Fig. 1: run 1, wiring by layer
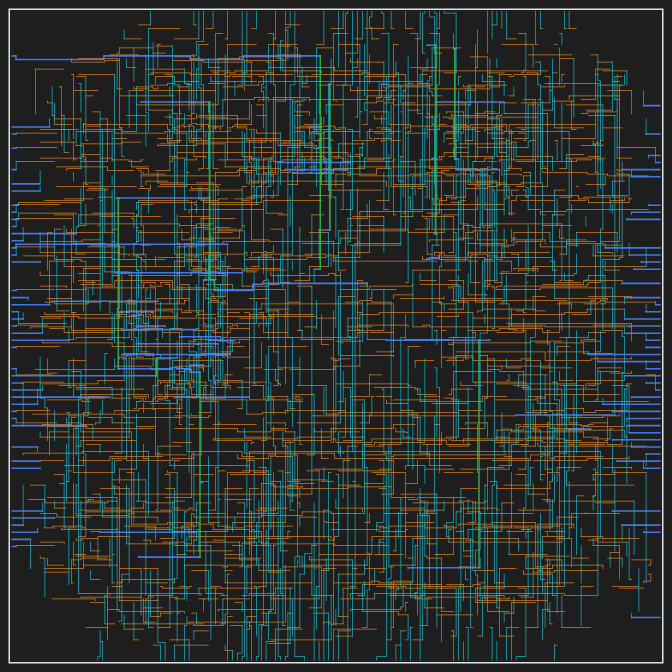
Fig. 2: run 1, drive-strength map
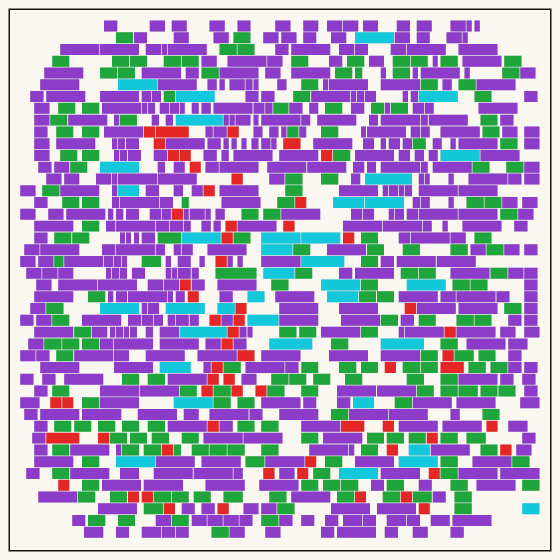
Fig. 3: run 1, port wiring
The bar under the picture is 20 um long.
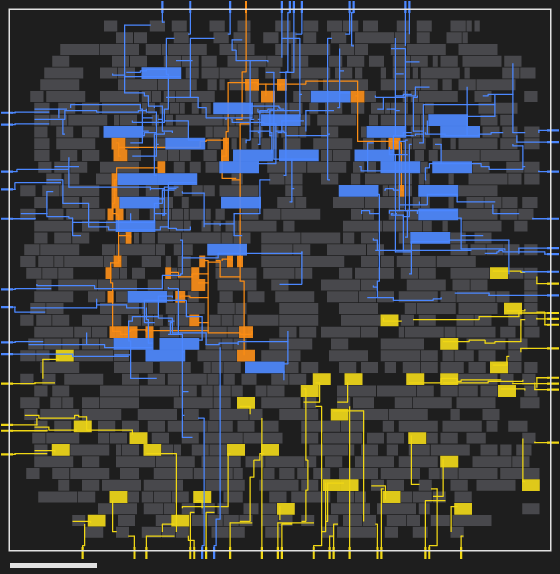
Fig. 4: run 1, cell placement
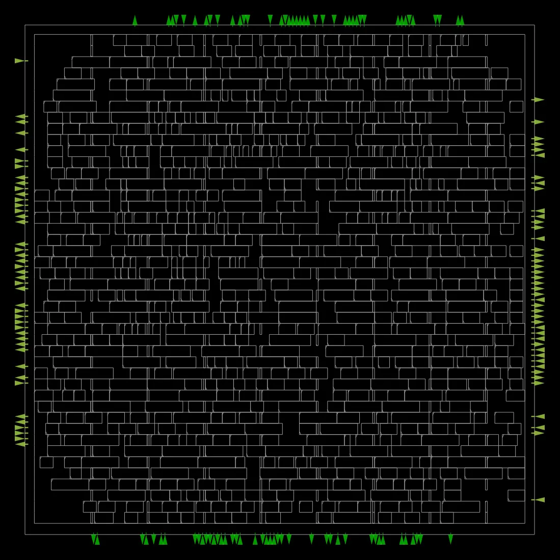
File: config.mk
export PLATFORM = sky130hd
export DESIGN_NAME = risc_fetch_unit
export DESIGN_NICKNAME = d
export VERILOG_FILES = /design/src/rtl/risc_pkg.sv /design/src/rtl/risc_fetch_fifo.sv /design/src/rtl/risc_fetch_unit.sv
export SDC_FILE = /design/constraint.sdc
export NUM_CORES = 1
export LEC_CHECK = 0
export CAP_MARGIN = 20
export CORE_MARGIN = 2
export CORE_UTILIZATION = 51
export CTS_CLUSTER_DIAMETER = 150
export DETAILED_ROUTE_END_ITERATION = 7
export HOLD_SLACK_MARGIN = 0.15
export PLACE_DENSITY_LB_ADDON = 0.12
export SLEW_MARGIN = 10
export SYNTH_ARGS = -nofsm -noshare
export SYNTH_HDL_FRONTEND = slang
export SYNTH_SLANG_ARGS = --single-unit
export TNS_END_PERCENT = 20
File: constraint.sdc
create_clock -name clk -period 2.69 [get_ports clk]
set_input_delay 0.807 -clock clk [delete_from_list [all_inputs] [get_ports clk]]
set_output_delay 0.807 -clock clk [all_outputs]
set_load 0.01 [all_outputs]
File: src/rtl/risc_pkg.sv
// Shared types and constants for the instruction-fetch slice.
package risc_pkg;
    localparam int INSTR_W = 32;
    localparam int ADDR_W  = 30;
    localparam logic [INSTR_W-1:0] INSTR_ZERO = 32'h0;

    typedef struct packed {
        logic [31:0] pc;
        logic [31:0] instr;
    } fetch_entry_t;

    typedef enum logic {
        FETCH  = 1'b0,
        HALTED = 1'b1
    } fetch_state_e;
endpackage

File: src/rtl/risc_fetch_fifo.sv
// Fetch buffer of {pc, instr} entries with a registered head.
// Flush outranks push and pop.
module risc_fetch_fifo
    import risc_pkg::*;
#(
    parameter int DEPTH = 2
) (
    input  logic                   clk,
    input  logic                   rst_n,
    input  logic                   push,
    input  logic                   pop,
    input  logic                   flush,
    input  fetch_entry_t           wr_data,
    output fetch_entry_t           head,
    output logic [$clog2(DEPTH):0] count,
    output logic                   full,
    output logic                   empty
);
    localparam int PTR_W = $clog2(DEPTH);
    localparam logic [PTR_W:0] FULL_CNT = (PTR_W+1)'(DEPTH);

    fetch_entry_t     r_mem [DEPTH];
    logic [PTR_W-1:0] r_rd_ptr;
    logic [PTR_W-1:0] r_wr_ptr;
    logic [PTR_W:0]   r_count;
    logic             w_push_ok;
    logic             w_pop_ok;

    assign empty     = (r_count == '0);
    assign full      = (r_count == FULL_CNT);
    assign w_pop_ok  = pop && !empty;
    // A full buffer still accepts a write when the head leaves in the same cycle.
    assign w_push_ok = push && (!full || w_pop_ok);
    assign head      = r_mem[r_rd_ptr];
    assign count     = r_count;

    always_ff @(posedge clk or negedge rst_n) begin
        if (!rst_n) begin
            r_rd_ptr <= '0;
            r_wr_ptr <= '0;
            r_count  <= '0;
            for (int i = 0; i < DEPTH; i++) begin
                r_mem[i] <= '0;
            end
        end else if (flush) begin
            r_rd_ptr <= '0;
            r_wr_ptr <= '0;
            r_count  <= '0;
        end else begin
            if (w_push_ok) begin
                r_mem[r_wr_ptr] <= wr_data;
                r_wr_ptr        <= r_wr_ptr + 1'b1;
            end
            if (w_pop_ok) begin
                r_rd_ptr <= r_rd_ptr + 1'b1;
            end
            if (w_push_ok && !w_pop_ok) begin
                r_count <= r_count + 1'b1;
            end else if (!w_push_ok && w_pop_ok) begin
                r_count <= r_count - 1'b1;
            end
        end
    end
endmodule

File: src/rtl/risc_fetch_unit.sv
// Instruction-fetch sequencer: PC register, fetch/halt FSM and redirect handling.
// Fetched {pc, instr} pairs are buffered in risc_fetch_fifo for decode.
module risc_fetch_unit
    import risc_pkg::*;
#(
    parameter logic [31:0] RESET_PC     = 32'h0000_0000,
    parameter int          FIFO_DEPTH   = 2,
    parameter bit          HALT_ON_ZERO = 1'b1
) (
    input  logic                        clk,
    input  logic                        rst_n,
    input  logic                        fetch_en,
    output logic [ADDR_W-1:0]           imem_addr,
    input  logic [INSTR_W-1:0]          imem_data,
    output logic                        dec_valid,
    input  logic                        dec_ready,
    output logic [INSTR_W-1:0]          dec_instr,
    output logic [31:0]                 dec_pc,
    input  logic                        redirect_valid,
    input  logic [31:0]                 redirect_pc,
    output logic                        halted,
    output logic                        misalign,
    output logic [$clog2(FIFO_DEPTH):0] fifo_count
);
    fetch_state_e r_state;
    logic [31:0]  r_pc;
    logic         r_halted;
    logic         r_misalign;

    fetch_entry_t w_head;
    fetch_entry_t w_wr_data;
    logic         w_full;
    logic         w_empty;
    logic         w_pop;
    logic         w_slot;
    logic         w_zero;
    logic         w_push;

    assign w_pop     = dec_valid && dec_ready;
    assign w_slot    = fetch_en && (r_state == FETCH) && (!w_full || w_pop);
    assign w_zero    = HALT_ON_ZERO && (imem_data == INSTR_ZERO);
    assign w_push    = w_slot && !w_zero && !redirect_valid;
    assign w_wr_data = '{pc: r_pc, instr: imem_data};

    risc_fetch_fifo #(
        .DEPTH (FIFO_DEPTH)
    ) u_fifo (
        .clk     (clk),
        .rst_n   (rst_n),
        .push    (w_push),
        .pop     (w_pop),
        .flush   (redirect_valid),
        .wr_data (w_wr_data),
        .head    (w_head),
        .count   (fifo_count),
        .full    (w_full),
        .empty   (w_empty)
    );

    always_ff @(posedge clk or negedge rst_n) begin
        if (!rst_n) begin
            r_state    <= FETCH;
            r_pc       <= RESET_PC;
            r_halted   <= 1'b0;
            r_misalign <= 1'b0;
        end else begin
            r_misalign <= redirect_valid && (|redirect_pc[1:0]);
            if (redirect_valid) begin
                r_state  <= FETCH;
                r_pc     <= {redirect_pc[31:2], 2'b00};
                r_halted <= 1'b0;
            end else if (w_slot && w_zero) begin
                // The zero word is dropped and the PC stays on it.
                r_state  <= HALTED;
                r_halted <= 1'b1;
            end else if (w_push) begin
                r_pc <= r_pc + 32'd4;
            end
        end
    end

    assign imem_addr = r_pc[31:2];
    assign dec_valid = !w_empty;
    assign dec_instr = w_head.instr;
    assign dec_pc    = w_head.pc;
    assign halted    = r_halted;
    assign misalign  = r_misalign;
endmodule

==> ci_impl_report.md, run 1 <==
### Metrics collected by this job

| Metric | Value |
|---|---|
| Top cells by count | `mux2_2 (186), dfrtp_1 (160), nor2_1 (26)` |
| Skew-Pair Late Insertion Delay | `0.43 ns` |
| Hold_buf cts | `0` |
| Main area contributors | `dfrtp_1 (54%), mux2_2 (28%), o21ai_0 (1.6%)` |
| DIE WIDTH | `roughly 120 um` |
| Source of the worst register-to-register timing path | `r_pc[14]` |
| Final Cycle Share | `0.963` |
| Slew @ Worst Pin | `0.508 ns` |
| Vias per std cell | `5.49` |
| Buf/Inv on CP | `5` |
| Max VDD drop | `~0.52 mV` |
| Yosys chip area | `7430 um^2` |
| Combinational fraction of design power | `0.257` |
| Top cells excl fill/tap | `mux2_2 (184), dfrtp_1 (159), clkdlybuf4s50_1 (82), dlygate4sd2_1 (71), buf_4 (55)` |
| Critical path depth in cells | `10` |
| Clock transition at the registers of the reported paths | `about 0.06 ns` |
| Core Region | `14,400 um^2` |
| Seq share, synth | `0.539` |
| Post_cts resized | `about 82` |
| Logic share of the area | `0.319` |
| Status | `finished, final reports clean` |
| Flop area | `roughly 4000 um^2` |
| Setup Total Neg Slack | `0 ns` |
| CTS buffer count | `17` |
| Synth warn | `0` |
| Placed Cells | `between 900 and 1,000` |
| Worst reg2reg endpoint | `r_pc[31]` |
| Flop pwr share | `0.429` |
| Worst path required time | `3.00 ns` |
| Share of cells above drive strength 1 | `0.372` |
| Switch share | `0.263` |
| Die Height | `125 um` |
| Dominant class by area | `flip-flops and latches` |
| CP Class | `in2reg` |
| Non-clock buffer count | `about 230` |
| Total die area | `~16,000 um^2` |
| Syn Area/Cell | `about 13 um^2` |
| OpenROAD warnings | `26` |
| Relative slew slack | `0.661` |
| Core Util at FP | `0.517` |
| H-Tree Depth | `4` |
| Ys async rst share | `1.00` |
| Most instantiated logic cell after routing | `mux2_2` |
| # clock sinks | `between 150 and 200` |
| Largest logic family | `multiplexers` |
| Gr usage total | `0.244` |
| Hold slack | `between 0.3 and 0.4 ns` |
About Fig. 1:
| layer | color | wire length |
|---|---|---|
| metal 4 | green | 278 um |
| metal 1 | orange | 8,190 um |
| metal 2 | cyan | 9,090 um |
| metal 3 | blue | 912 um |
via count: 5,439
Routed WL per cell: 18.7 um

About Fig. 2:
| size | color | cells | share |
|---|---|---|---|
| _3 and _4 cells | red | 61 | 7.6% |
| _0 and _1 cells | purple | 506 | 63% |
| _2 cells | green | 203 | 25% |
| _6 and larger | cyan | 36 | 4.5% |
Final Cell Area: 10,400 um^2
P&R area growth vs syn: 40.4%

About Fig. 3:
| port | color | bits | direction | end cells | buffers | wire |
|---|---|---|---|---|---|---|
| redirect_valid | orange | 1 | input | 40 | 3 | 362 um |
| dec_instr | yellow | 32 | output | 32 | 32 | 750 um |
| imem_addr | blue | 30 | output | 30 | 32 | 2,000 um |
# port buffers: 165
IO Count: 168

About Fig. 4:
n_taps: 184
fin cells: 990
Final Util: 0.726
fill count: 1,042
Seq/total area: 0.384

## run 1: sequential cells by signal (all words and copies together), names as in the netlist
name and flops:
u_fifo.r_mem 124, r_pc 30, u_fifo.count 2, halted 1
misalign 1, u_fifo.r_rd_ptr 1, u_fifo.r_wr_ptr 1
## run 1: per-layer routing
layer	GRT usage	part of all wire
met1	0.326	0.44
met2	0.400	0.49
met3	0.0546	0.049
met4	0.0747	0.015
met5	0	0
## run 1: power by group through the flow
stage          clock network [mW]  logic (mW)  registers, mW
4_1_cts                      2.47        2.02           3.33
3_5_place_dp                    0        2.19           3.37
6_report                     2.44        2.00           3.34
5_1_grt                      2.58        2.15           3.42
3_3_place_gp                    0        2.13           3.32
2_1_floorplan                   0        1.15           3.28
--- run 2 (diff from run 1) ---
CORE_UTILIZATION = 55   (was 51)
TNS_END_PERCENT = 50   (was 20)
clock period = 3.3 ns   (was 2.69 ns; I/O delays follow)
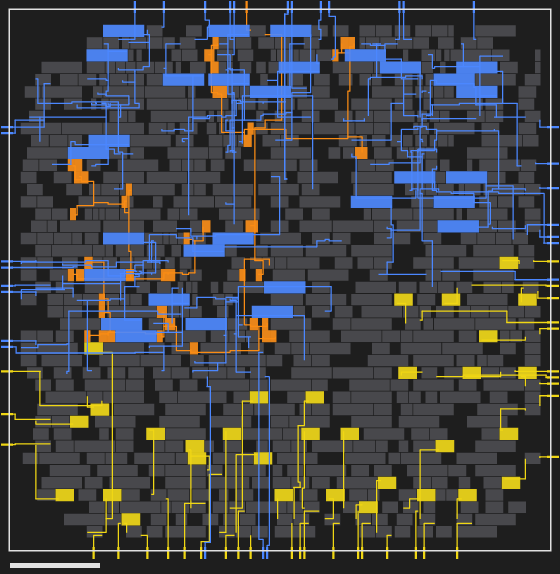
Fig. 5. Port wiring (run 2).
The bar under the picture is 20 um long.
| port | color | bits | direction | end cells | buffers | wire |
|---|---|---|---|---|---|---|
| imem_addr | blue | 30 | output | 30 | 30 | 2,090 um |
| redirect_valid | orange | 1 | input | 40 | 3 | 372 um |
| dec_instr | yellow | 32 | output | 32 | 32 | 699 um |

==> run 2 against run 1 <==
- cell count is 3.1% lower
- core utilization is 4.3 points higher
- wire length is 4.2% lower
- largest power group unchanged
==> ci_impl_report.md, run 2 <==
### Metrics collected by this job

| Metric | Value |
|---|---|
| Core Util at FP | `0.561 (+0.0440)` |
| Hold slack | `0.499 ns (+0.181 ns)` |
| Clock network power | `2.04 mW (-16%)` |
| Source of the worst register-to-register timing path | `r_pc[12]` |
| Flop pwr share | `0.418 (-0.011)` |
| Fin cells | `959 (-3.1%)` |
| Total die area | `14,500 um^2 (-7.0%)` |
| Busiest grt layer | `met2` |
| Skew-Pair Late Insertion Delay | `0.42 ns (about the same)` |
| P&R area growth vs syn | `37.0%` |
| Most instantiated logic cell after routing | `mux2_2` |
| Biggest register | `u_fifo.r_mem` |
| Combinational power | `1.76 mW (-12%)` |
| Highest routed layer | `met4` |
| Setup Total Neg Slack | `0 ns (unchanged)` |
| # port buffers | `165 (unchanged)` |
| Routed WL per cell | `18.4 um (-1.1%)` |
| IO Count | `168 (unchanged)` |
| Slew @ Worst Pin | `0.731 ns (+0.223 ns)` |
| Status | `finished, final reports clean` |
| Syn Area/Cell | `12.9 um^2 (unchanged)` |
| Top cells by count | `mux2_2 (186), dfrtp_1 (160), nor2_1 (26)` |
| DIE WIDTH | `120 um (-3.6%)` |
| H-Tree Depth | `4 (unchanged)` |
| # clock sinks | `160 (unchanged)` |
| Max power group | `sequential cells` |
| Core Region | `13,200 um^2 (-7.8%)` |
| Hold_buf cts | `0 (unchanged)` |
| CP Class | `in2reg` |
## run 2: cell counts after synthesis
No cell type changed its count.
## run 2: logic make-up (layout without fill, tap and decap cells)
kind of cell,count (synthesis),in the layout,share of synthesized area
flip-flops,160,160,0.539
AND/OR/NAND/NOR,108,108,0.0796
adder cells (fa/ha/maj),1,1,0.00168
AND-OR/OR-AND,63,63,0.0545
XOR/XNOR,15,15,0.0177
other,1,2,0.000505
multiplexers,187,187,0.283
buffers and inverters,43,247,0.0241
## run 2: final cells by class
class / count / area, um^2
Sequential cell: 160 / 4010
Multi-Input combinational cell: 376 / 3250
Timing Repair Buffer: 208 / 2050
Inverter: 7 / 26.3
Clock buffer: 23 / 498
Fill cell: 874 / 3060
Tap cell: 176 / 220
Clock inverter: 9 / 129
No activity file was given, so power comes from the tool's default toggle rates.
